`src/rtl/mem_access_unit_if.sv`:
```
// mem_access_unit_if: groups the request, response and memory-port signals of
// mem_access_unit.
//   slave  : the unit's view. It takes requests, returns responses, drives the
//            memory port, and with MEM_ACCESS_MMIO_EN also drives the MMIO port.
//   master : the surrounding pipeline, memory and MMIO view.
// Request : req_valid, req_ready, req_wr, req_size[2:0], req_addr[31:0], req_wdata[31:0]
// Response: rsp_valid, rsp_rdata[31:0], rsp_exc, rsp_exc_addr[31:0]
// Memory  : mem_addr[31:0], mem_data_in[31:0], mem_size[2:0], mem_wr, mem_en, mem_data_out[31:0]
// MMIO    : mmio_valid, mmio_wr, mmio_addr, mmio_wdata, mmio_size, mmio_ready, mmio_rdata
//           (present only when MEM_ACCESS_MMIO_EN is defined)
interface mem_access_unit_if;
    logic        req_valid;
    logic        req_ready;
    logic        req_wr;
    logic [2:0]  req_size;
    logic [31:0] req_addr;
    logic [31:0] req_wdata;

    logic        rsp_valid;
    logic [31:0] rsp_rdata;
    logic        rsp_exc;
    logic [31:0] rsp_exc_addr;

    logic [31:0] mem_addr;
    logic [31:0] mem_data_in;
    logic [2:0]  mem_size;
    logic        mem_wr;
    logic        mem_en;
    logic [31:0] mem_data_out;

`ifdef MEM_ACCESS_MMIO_EN
    logic        mmio_valid;
    logic        mmio_wr;
    logic [31:0] mmio_addr;
    logic [31:0] mmio_wdata;
    logic [2:0]  mmio_size;
    logic        mmio_ready;
    logic [31:0] mmio_rdata;
`endif

    modport slave (
`ifdef MEM_ACCESS_MMIO_EN
        output mmio_valid, mmio_wr, mmio_addr, mmio_wdata, mmio_size,
        input  mmio_ready, mmio_rdata,
`endif
        input  req_valid, req_wr, req_size, req_addr, req_wdata,
        output req_ready,
        output rsp_valid, rsp_rdata, rsp_exc, rsp_exc_addr,
        output mem_addr, mem_data_in, mem_size, mem_wr, mem_en,
        input  mem_data_out
    );

    modport master (
`ifdef MEM_ACCESS_MMIO_EN
        input  mmio_valid, mmio_wr, mmio_addr, mmio_wdata, mmio_size,
        output mmio_ready, mmio_rdata,
`endif
        output req_valid, req_wr, req_size, req_addr, req_wdata,
        input  req_ready,
        input  rsp_valid, rsp_rdata, rsp_exc, rsp_exc_addr,
        input  mem_addr, mem_data_in, mem_size, mem_wr, mem_en,
        output mem_data_out
    );
endinterface

```
`src/rtl/mem_access_unit.sv`:
```
// mem_access_unit: load/store sequencer in front of the SPRAM `memory` wrapper.
// It accepts one request at a time and checks size legality and alignment.
// It drives the memory port from registered request fields and absorbs the
// memory's one-cycle read latency. Each request produces exactly one registered
// response pulse.
// Ports:
//   CLK : clock, rising edge
//   RST : synchronous reset, active-high
//   bus : mem_access_unit_if.slave (request, response, memory and MMIO signals)
// Optional feature: define MEM_ACCESS_MMIO_EN to route legal accesses with
// addr[31:24] == 8'hFF to the MMIO port instead of memory.
module mem_access_unit (
    input logic            CLK,
    input logic            RST,
    mem_access_unit_if.slave bus
);

`ifdef MEM_ACCESS_MMIO_EN
    typedef enum logic [2:0] {IDLE, ISSUE, RD_CAPTURE, MMIO_WAIT, RESP} state_t;
`else
    typedef enum logic [2:0] {IDLE, ISSUE, RD_CAPTURE, RESP} state_t;
`endif

    state_t      state_q, state_d;

    logic        wr_q;
    logic [2:0]  size_q;
    logic [31:0] addr_q;
    logic [31:0] wdata_q;

    logic [31:0] rsp_rdata_q;
    logic        rsp_exc_q;
    logic [31:0] rsp_exc_addr_q;

    logic        fault;
    logic        is_mmio;
    logic        mem_en_c;
    logic        req_ready_c;
    logic        rsp_valid_c;

`ifdef MEM_ACCESS_MMIO_EN
    logic        mmio_valid_c;

    // Selects the addressed lane of an MMIO word and extends it. The memory
    // wrapper does this itself, but the MMIO side returns raw words.
    function automatic logic [31:0] lane_extend(input logic [31:0] word,
                                                input logic [1:0]  off,
                                                input logic [2:0]  size);
        logic [31:0] sh;
        sh = word >> {off, 3'b000};
        case (size)
            3'b000:  lane_extend = {{24{sh[7]}}, sh[7:0]};
            3'b001:  lane_extend = {{16{sh[15]}}, sh[15:0]};
            3'b100:  lane_extend = {24'h000000, sh[7:0]};
            3'b101:  lane_extend = {16'h0000, sh[15:0]};
            default: lane_extend = word;
        endcase
    endfunction
`endif

    // Legality of the registered request.
    always_comb begin
        fault = 1'b0;
        case (size_q)
            3'b011, 3'b110, 3'b111: fault = 1'b1;
            default: ;
        endcase
        if (wr_q && size_q[2]) fault = 1'b1;
        if (size_q[1:0] == 2'b10 && addr_q[1:0] != 2'b00) fault = 1'b1;
        if (size_q[1:0] == 2'b01 && addr_q[0]) fault = 1'b1;
    end

`ifdef MEM_ACCESS_MMIO_EN
    assign is_mmio = (addr_q[31:24] == 8'hFF);
`else
    assign is_mmio = 1'b0;
`endif

    always_comb begin
        state_d     = state_q;
        req_ready_c = 1'b0;
        mem_en_c    = 1'b0;
        rsp_valid_c = 1'b0;
`ifdef MEM_ACCESS_MMIO_EN
        mmio_valid_c = 1'b0;
`endif
        case (state_q)
            IDLE: begin
                req_ready_c = 1'b1;
                if (bus.req_valid) state_d = ISSUE;
            end
            ISSUE: begin
                if (fault) begin
                    state_d = RESP;
                end else if (is_mmio) begin
`ifdef MEM_ACCESS_MMIO_EN
                    state_d = MMIO_WAIT;
`endif
                end else begin
                    mem_en_c = 1'b1;
                    state_d  = wr_q ? RESP : RD_CAPTURE;
                end
            end
            RD_CAPTURE: state_d = RESP;
`ifdef MEM_ACCESS_MMIO_EN
            MMIO_WAIT: begin
                mmio_valid_c = 1'b1;
                if (bus.mmio_ready) state_d = RESP;
            end
`endif
            RESP: begin
                rsp_valid_c = 1'b1;
                state_d     = IDLE;
            end
            default: state_d = IDLE;
        endcase
    end

    always_ff @(posedge CLK) begin
        if (RST) begin
            state_q        <= IDLE;
            wr_q           <= 1'b0;
            size_q         <= '0;
            addr_q         <= '0;
            wdata_q        <= '0;
            rsp_rdata_q    <= '0;
            rsp_exc_q      <= 1'b0;
            rsp_exc_addr_q <= '0;
        end else begin
            state_q <= state_d;
            if (state_q == IDLE && bus.req_valid) begin
                wr_q    <= bus.req_wr;
                size_q  <= bus.req_size;
                addr_q  <= bus.req_addr;
                wdata_q <= bus.req_wdata;
            end
            // Response registers change only on the edge that enters RESP, so
            // they hold their values until the next response pulse.
            case (state_q)
                ISSUE: begin
                    if (fault || (wr_q && !is_mmio)) begin
                        rsp_rdata_q    <= '0;
                        rsp_exc_q      <= fault;
                        rsp_exc_addr_q <= addr_q;
                    end
                end
                RD_CAPTURE: begin
                    rsp_rdata_q    <= bus.mem_data_out;
                    rsp_exc_q      <= 1'b0;
                    rsp_exc_addr_q <= addr_q;
                end
`ifdef MEM_ACCESS_MMIO_EN
                MMIO_WAIT: begin
                    if (bus.mmio_ready) begin
                        rsp_rdata_q    <= wr_q ? '0 : lane_extend(bus.mmio_rdata, addr_q[1:0], size_q);
                        rsp_exc_q      <= 1'b0;
                        rsp_exc_addr_q <= addr_q;
                    end
                end
`endif
                default: ;
            endcase
        end
    end

    assign bus.req_ready    = req_ready_c;
    assign bus.rsp_valid    = rsp_valid_c;
    assign bus.rsp_rdata    = rsp_rdata_q;
    assign bus.rsp_exc      = rsp_exc_q;
    assign bus.rsp_exc_addr = rsp_exc_addr_q;

    assign bus.mem_addr    = addr_q;
    assign bus.mem_data_in = wdata_q;
    assign bus.mem_size    = size_q;
    // Gating with RST keeps a store caught in ISSUE from reaching memory.
    assign bus.mem_en      = mem_en_c & ~RST;
    assign bus.mem_wr      = mem_en_c & ~RST & wr_q;

`ifdef MEM_ACCESS_MMIO_EN
    assign bus.mmio_valid = mmio_valid_c;
    assign bus.mmio_wr    = wr_q;
    assign bus.mmio_addr  = addr_q;
    assign bus.mmio_wdata = wdata_q;
    assign bus.mmio_size  = size_q;
`endif

endmodule

```
`src/flat_wrapper.sv`:
```
// flat-port wrapper written by rule: the top's interface ports become plain ports
module mem_access_unit_flat 
  (CLK, RST, bus_req_valid, bus_req_wr, bus_req_size, bus_req_addr, bus_req_wdata, bus_req_ready, bus_rsp_valid, bus_rsp_rdata, bus_rsp_exc, bus_rsp_exc_addr, bus_mem_addr, bus_mem_data_in, bus_mem_size, bus_mem_wr, bus_mem_en, bus_mem_data_out);
  mem_access_unit_if bus_i ();
  input logic CLK;
  input logic RST;
  input wire logic [$bits(bus_i.req_valid)-1:0] bus_req_valid;
  input wire logic [$bits(bus_i.req_wr)-1:0] bus_req_wr;
  input wire logic [$bits(bus_i.req_size)-1:0] bus_req_size;
  input wire logic [$bits(bus_i.req_addr)-1:0] bus_req_addr;
  input wire logic [$bits(bus_i.req_wdata)-1:0] bus_req_wdata;
  output wire logic [$bits(bus_i.req_ready)-1:0] bus_req_ready;
  output wire logic [$bits(bus_i.rsp_valid)-1:0] bus_rsp_valid;
  output wire logic [$bits(bus_i.rsp_rdata)-1:0] bus_rsp_rdata;
  output wire logic [$bits(bus_i.rsp_exc)-1:0] bus_rsp_exc;
  output wire logic [$bits(bus_i.rsp_exc_addr)-1:0] bus_rsp_exc_addr;
  output wire logic [$bits(bus_i.mem_addr)-1:0] bus_mem_addr;
  output wire logic [$bits(bus_i.mem_data_in)-1:0] bus_mem_data_in;
  output wire logic [$bits(bus_i.mem_size)-1:0] bus_mem_size;
  output wire logic [$bits(bus_i.mem_wr)-1:0] bus_mem_wr;
  output wire logic [$bits(bus_i.mem_en)-1:0] bus_mem_en;
  input wire logic [$bits(bus_i.mem_data_out)-1:0] bus_mem_data_out;
  assign bus_i.req_valid = bus_req_valid;
  assign bus_i.req_wr = bus_req_wr;
  assign bus_i.req_size = bus_req_size;
  assign bus_i.req_addr = bus_req_addr;
  assign bus_i.req_wdata = bus_req_wdata;
  assign bus_req_ready = bus_i.req_ready;
  assign bus_rsp_valid = bus_i.rsp_valid;
  assign bus_rsp_rdata = bus_i.rsp_rdata;
  assign bus_rsp_exc = bus_i.rsp_exc;
  assign bus_rsp_exc_addr = bus_i.rsp_exc_addr;
  assign bus_mem_addr = bus_i.mem_addr;
  assign bus_mem_data_in = bus_i.mem_data_in;
  assign bus_mem_size = bus_i.mem_size;
  assign bus_mem_wr = bus_i.mem_wr;
  assign bus_mem_en = bus_i.mem_en;
  assign bus_i.mem_data_out = bus_mem_data_out;
  mem_access_unit u_core (.CLK(CLK), .RST(RST), .bus(bus_i));
endmodule
```
`config.mk`:
```
export PLATFORM = sky130hd
export DESIGN_NAME = mem_access_unit_flat
export DESIGN_NICKNAME = d
export VERILOG_FILES = /design/src/rtl/mem_access_unit_if.sv /design/src/rtl/mem_access_unit.sv /design/src/flat_wrapper.sv
export SDC_FILE = /design/constraint.sdc
export NUM_CORES = 1
export LEC_CHECK = 0
export ABC_AREA = 1
export CAP_MARGIN = 30
export CORE_MARGIN = 2
export CORE_UTILIZATION = 42
export CTS_CLUSTER_SIZE = 25
export DETAILED_ROUTE_END_ITERATION = 16
export PLACE_DENSITY = 0.9
export SLEW_MARGIN = 10
export SYNTH_ARGS = -nofsm -noshare
export SYNTH_HDL_FRONTEND = slang
export SYNTH_SLANG_ARGS = --single-unit
```
`constraint.sdc`:
```
create_clock -name CLK -period 1.9 [get_ports CLK]
set_input_delay 0.19 -clock CLK [delete_from_list [all_inputs] [get_ports CLK]]
set_output_delay 0.19 -clock CLK [all_outputs]
set_load 0.05 [all_outputs]
```
Fig. 1: run 1, power grid
Bar = 20 um. Pins as bars on the die edge.
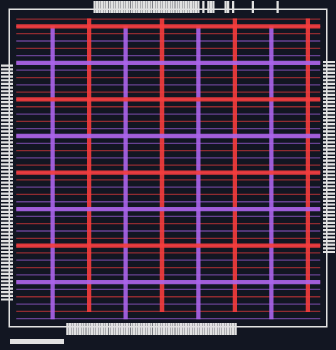
- VSS: purple
- VDD: red
- rows: 41
- signal pins: 239
- met4 straps: 8

Fig. 2: run 1, placement by cell class
Fill, decap, tap and diode cells in grey.
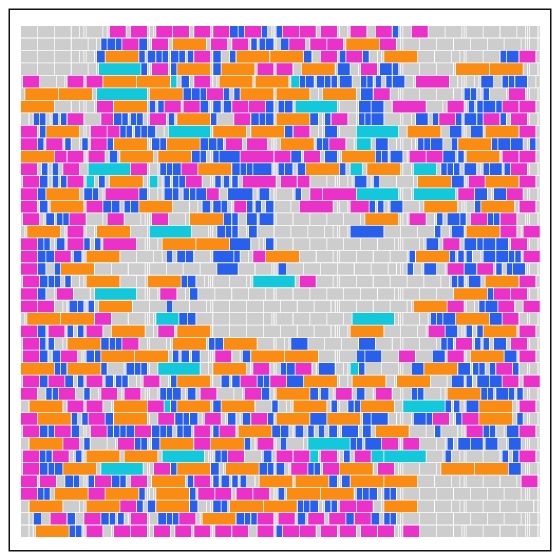
- other buffers and delay cells: magenta (cells 251; share of their area 31%)
- flops: orange (cells 135; share of their area 33%)
- combinational and other logic: blue (cells 500; share of their area 29%)
- clock drivers and dummy loads: cyan (cells 30; share of their area 6.5%)

Fig. 3: run 1, routed clock nets over the placement
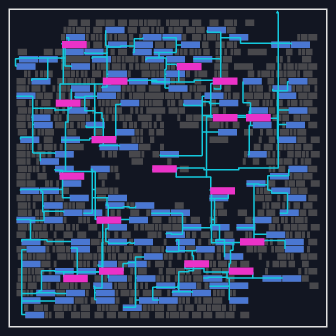
- clock drivers: magenta (count 17)
- clock wires: cyan (length 1,650 um)
- flip-flops: blue (count 135)
- flops lie: spread over the die

Fig. 4: run 1, wiring by layer
Bar = 20 um. Only two layers are drawn.
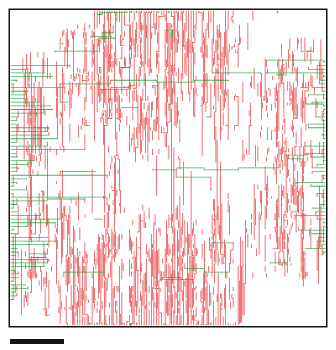
- metal 3: green (wire length 1,140 um)
- metal 2: red (wire length 7,840 um)
routed len/inst: 14.5 um
GRT Total Usage: 22.7%
WL final: 15.8 mm

==> Slide: Implementation Results, run 1 <==
Run Summary

Layout
  – Flop count: approximately 140
  – Final nets: ~1,000
  – Non-clock buffers: approximately 250
  – Comb area share: between 20 and 30%
  – CLK BUF: 21
  – Seq. cell area: ~2700 um2

Final timing
  – Final setup viols: 0
  – Worst slew pin tran: roughly 560 ps
  – Setup_tns: 0 ps

Pwr
  – Peak supply drop: roughly 0.0012 V
  – PD cells: roughly 1900 nW/um2
  – Leakage power: ~3.3 nW

Critical path
  – Crit-path max FO: 4
  – Reg-to-reg critical path endpoint: u_core.bus.rsp_rdata[8]$_SDFFE_PP0P_
  – Max stage delay on crit path: approximately 860 ps
  – Worst path depth: 1

Clock tree
  – Worst-path clk slew: 60 ps
  – CTS Buf Count: 17

Logic synthesis
  – Top logic family: simple AND/OR/NAND/NOR gates
  – Yosys aoi share: between 10% and 20%
  – Syn Inst Count: 691
  – Yosys chip area: about 5400 um2

GRT
  – GR Util met2: between 30% and 40%
  – Vias in the first global route: ~5,000
  – Initial antenna violation count: 0

Route
  – Routed Antenna Nets: 0
  – Number of DRC markers in iteration 0: 356

Run status
  – Status: complete, no violations

Placed design
  – Dpl cell area: around 7900 um2
  – Placed instance count: 1,057
[run 1: repair_timing]
| action | CTS | global route |
|---|---|---|
| setup endpoints to repair | 0 | 43 |
| setup buffers | 0 | 0 |
| resized | 0 | 4 |
[run 1: Yosys cell counts]
cell type | count | area [um2]
dfxtp_1 | 135 | 2700
nand2_4 | 2 | 22.5
nor2_1 | 169 | 634
buf_4 | 5 | 37.5
nand3_2 | 9 | 90.1
buf_8 | 2 | 30.0
nand2_2 | 1 | 6.26
inv_2 | 1 | 3.75
clkbuf_1 | 26 | 97.6
or2_1 | 1 | 6.26
a21oi_1 | 37 | 185
clkbuf_2 | 1 | 5.00
inv_1 | 10 | 37.5
nand3b_1 | 32 | 240
buf_6 | 5 | 56.3
a21boi_0 | 20 | 150
ha_1 | 5 | 62.6
nand4_1 | 1 | 6.26
o21ai_0 | 70 | 350
nand2_1 | 103 | 387
a21boi_1 | 12 | 90.1
buf_2 | 18 | 90.1
nand3_1 | 26 | 130
[run 1: power by group]
group	leakage (nW)	switching [mW]	internal, mW
registers	1.11	0.527	3.75
clock network	0.264	1.17	1.84
logic	1.97	5.73	2.94
[run 1: layout by cell type (no fill, tap or decap), types with 3 or more instances in the layout]
cell             instances
inv_2                    3
o21ai_0                 70
nor2_1                 169
buf_4                    8
nand2_1                102
dfxtp_1                135
nand3_2                  9
a21boi_1                12
inv_1                    8
clkdlybuf4s50_1        233
a21boi_0                20
clkinv_2                 5
buf_12                   8
nand3_1                 26
clkbuf_16               17
ha_1                     4
nand3b_1                32
a21oi_1                 37
[run 1: cell families (layout without fill, tap and decap cells)]
| kind of cell | count (synthesis) | count (layout) |
|---|---|---|
| simple gates | 344 | 345 |
| buf+inv | 68 | 292 |
| compound gates | 139 | 139 |
| fa+ha+maj | 5 | 5 |
| flops | 135 | 135 |
==> run 2, diff against run 1 <==
Settings changed: CORE_UTILIZATION 42 to 43, CTS_BUF_LIST set to sky130_fd_sc_hd__clkbuf_8, PLACE_DENSITY 0.9 to 0.92, SLEW_MARGIN 10 to unset.
Fig. 5: run 2, routed clock nets over the placement
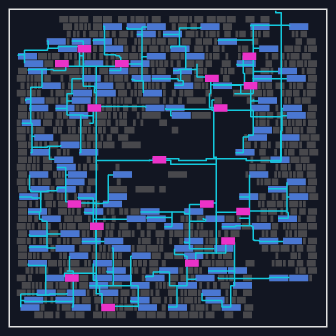
- clock drivers: magenta (count 17)
- flip-flops: blue (count 135)
- clock wires: cyan (length 1,680 um)
- flops lie: spread over the die
- routed clock nets: 18

==> Slide: Implementation Results, run 2 <==
Run Summary

Final timing
  – Worst slew pin tran: around 570 ps
  – Setup_tns: 0 ps
  – Final setup viols: 0

Route
  – Routed len/inst: between 10 and 15 um
  – Number of DRC markers in iteration 0: about 370
  – WL final: 16.0 mm
  – Vias: 5,395

Layout
  – Most numerous logic cells after layout: clkdlybuf4s50_1 (223), nor2_1 (168), dfxtp_1 (135)
  – Seq. cell area: around 2700 um2
  – Top cell excl fill/tap: clkdlybuf4s50_1

Logic synthesis
  – Post-synth top area cell: dfxtp_1
  – Synth cell count leaders: nor2_1 (169), dfxtp_1 (135), nand2_1 (103), o21ai_0 (70), a21oi_1 (37)
  – Yosys chip area: 5420 um2
  – Area share, top type: ~50%
  – Fraction of registers with async set/reset: 0%
  – Most used DFF post-synth: dfxtp_1
  – Count leader, synth: nor2_1
  – Syn Inst Count: 691

Clock tree
  – CTS Buf Count: 17
  – Worst-path clk slew: 80 ps

Critical path
  – Crit end category: output pin
  – Max stage delay on crit path: ~860 ps
  – Crit-path max FO: 3

Placed design
  – Dpl cell area: about 7900 um2
  – Placed instance count: about 1,100

GRT
  – Vias in the first global route: roughly 5,000
  – GRT Total Usage: a little under a quarter

Pwr
  – Peak supply drop: approximately 0.0013 V
  – PD cells: 1850 nW/um2
  – Leakage power: 3.35 nW

Flow run
  – Tool Warnings: 30

Floorplanning
  – Floorplan utilization: between 40% and 50%

Run status
  – Status: complete, no violations
Fig. 6: run 2, clock wiring as the flow saved it
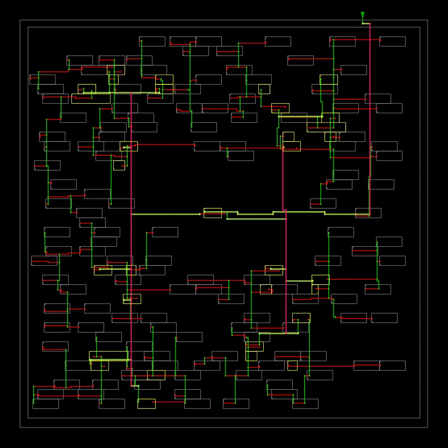
CLK BUF: 19
clock group power: 2.55 mW
number of clock sinks: 135

## run 2: cell counts after synthesis
Identical to the previous run, type by type.
## run 2: area by class of cell
class / instances / area share [%]
inverter: 11 / 0.525
sequential: 135 / 32.4
clock buffer: 19 / 3.13
multi-input combinational: 488 / 28.4
clock inverter: 13 / 2.04
timing repair buffer: 249 / 30.9
tap: 172 / 2.58
## run 2: what timing repair did
action,4_1_cts,5_1_grt
resized,6,6
endpoints found under the setup margin,6,7
setup buffers,0,0
## run 2: final timing paths
path	depth (start not counted)	start	endpoint
worst max-delay path	1	u_core.bus.mem_addr[8]$_SDFFE_PP0P_	bus_mem_addr[8]
worst min-delay path	3	bus_req_wdata[25]	u_core.bus.mem_data_in[25]$_SDFFE_PP0P_
worst max register to register	7	u_core.state_q[0]$_SDFFE_PP0P_	u_core.bus.mem_data_in[7]$_SDFFE_PP0P_
worst min register to register	2	u_core.bus.rsp_exc_addr[29]$_SDFFE_PP0P_	u_core.bus.rsp_exc_addr[29]$_SDFFE_PP0P_
## run 2: metal layers
| layer | share of wire, % | vias to the layer above | GRT usage [%] |
|---|---|---|---|
| met2 | 49 | 199 | 39.0 |
| met3 | 7.8 | 44 | 7.47 |
| met4 | 3.8 | 0 | 12.5 |
| li1 | - | 2664 | - |
| met1 | 39 | 2488 | 25.1 |
| met5 | 0 | - | 0 |
## run 2: where the power goes
part / internal (mW) / total, mW / switching [mW]
Clock: 1.38 / 2.55 / 1.17
Sequential: 3.74 / 4.27 / 0.521
Combinational: 2.90 / 8.62 / 5.72
Total: 8.02 / 15.4 / 7.41
## run 2: kinds of logic (layout without fill, tap and decap cells)
family,Yosys count,count (layout),share of synthesized area [%]
simple gates,344,344,28.1
fa+ha+maj,5,5,1.15
buf+inv,68,292,6.60
compound gates,139,139,14.3
flops,135,135,49.8
Power and IR drop assume default switching activity.
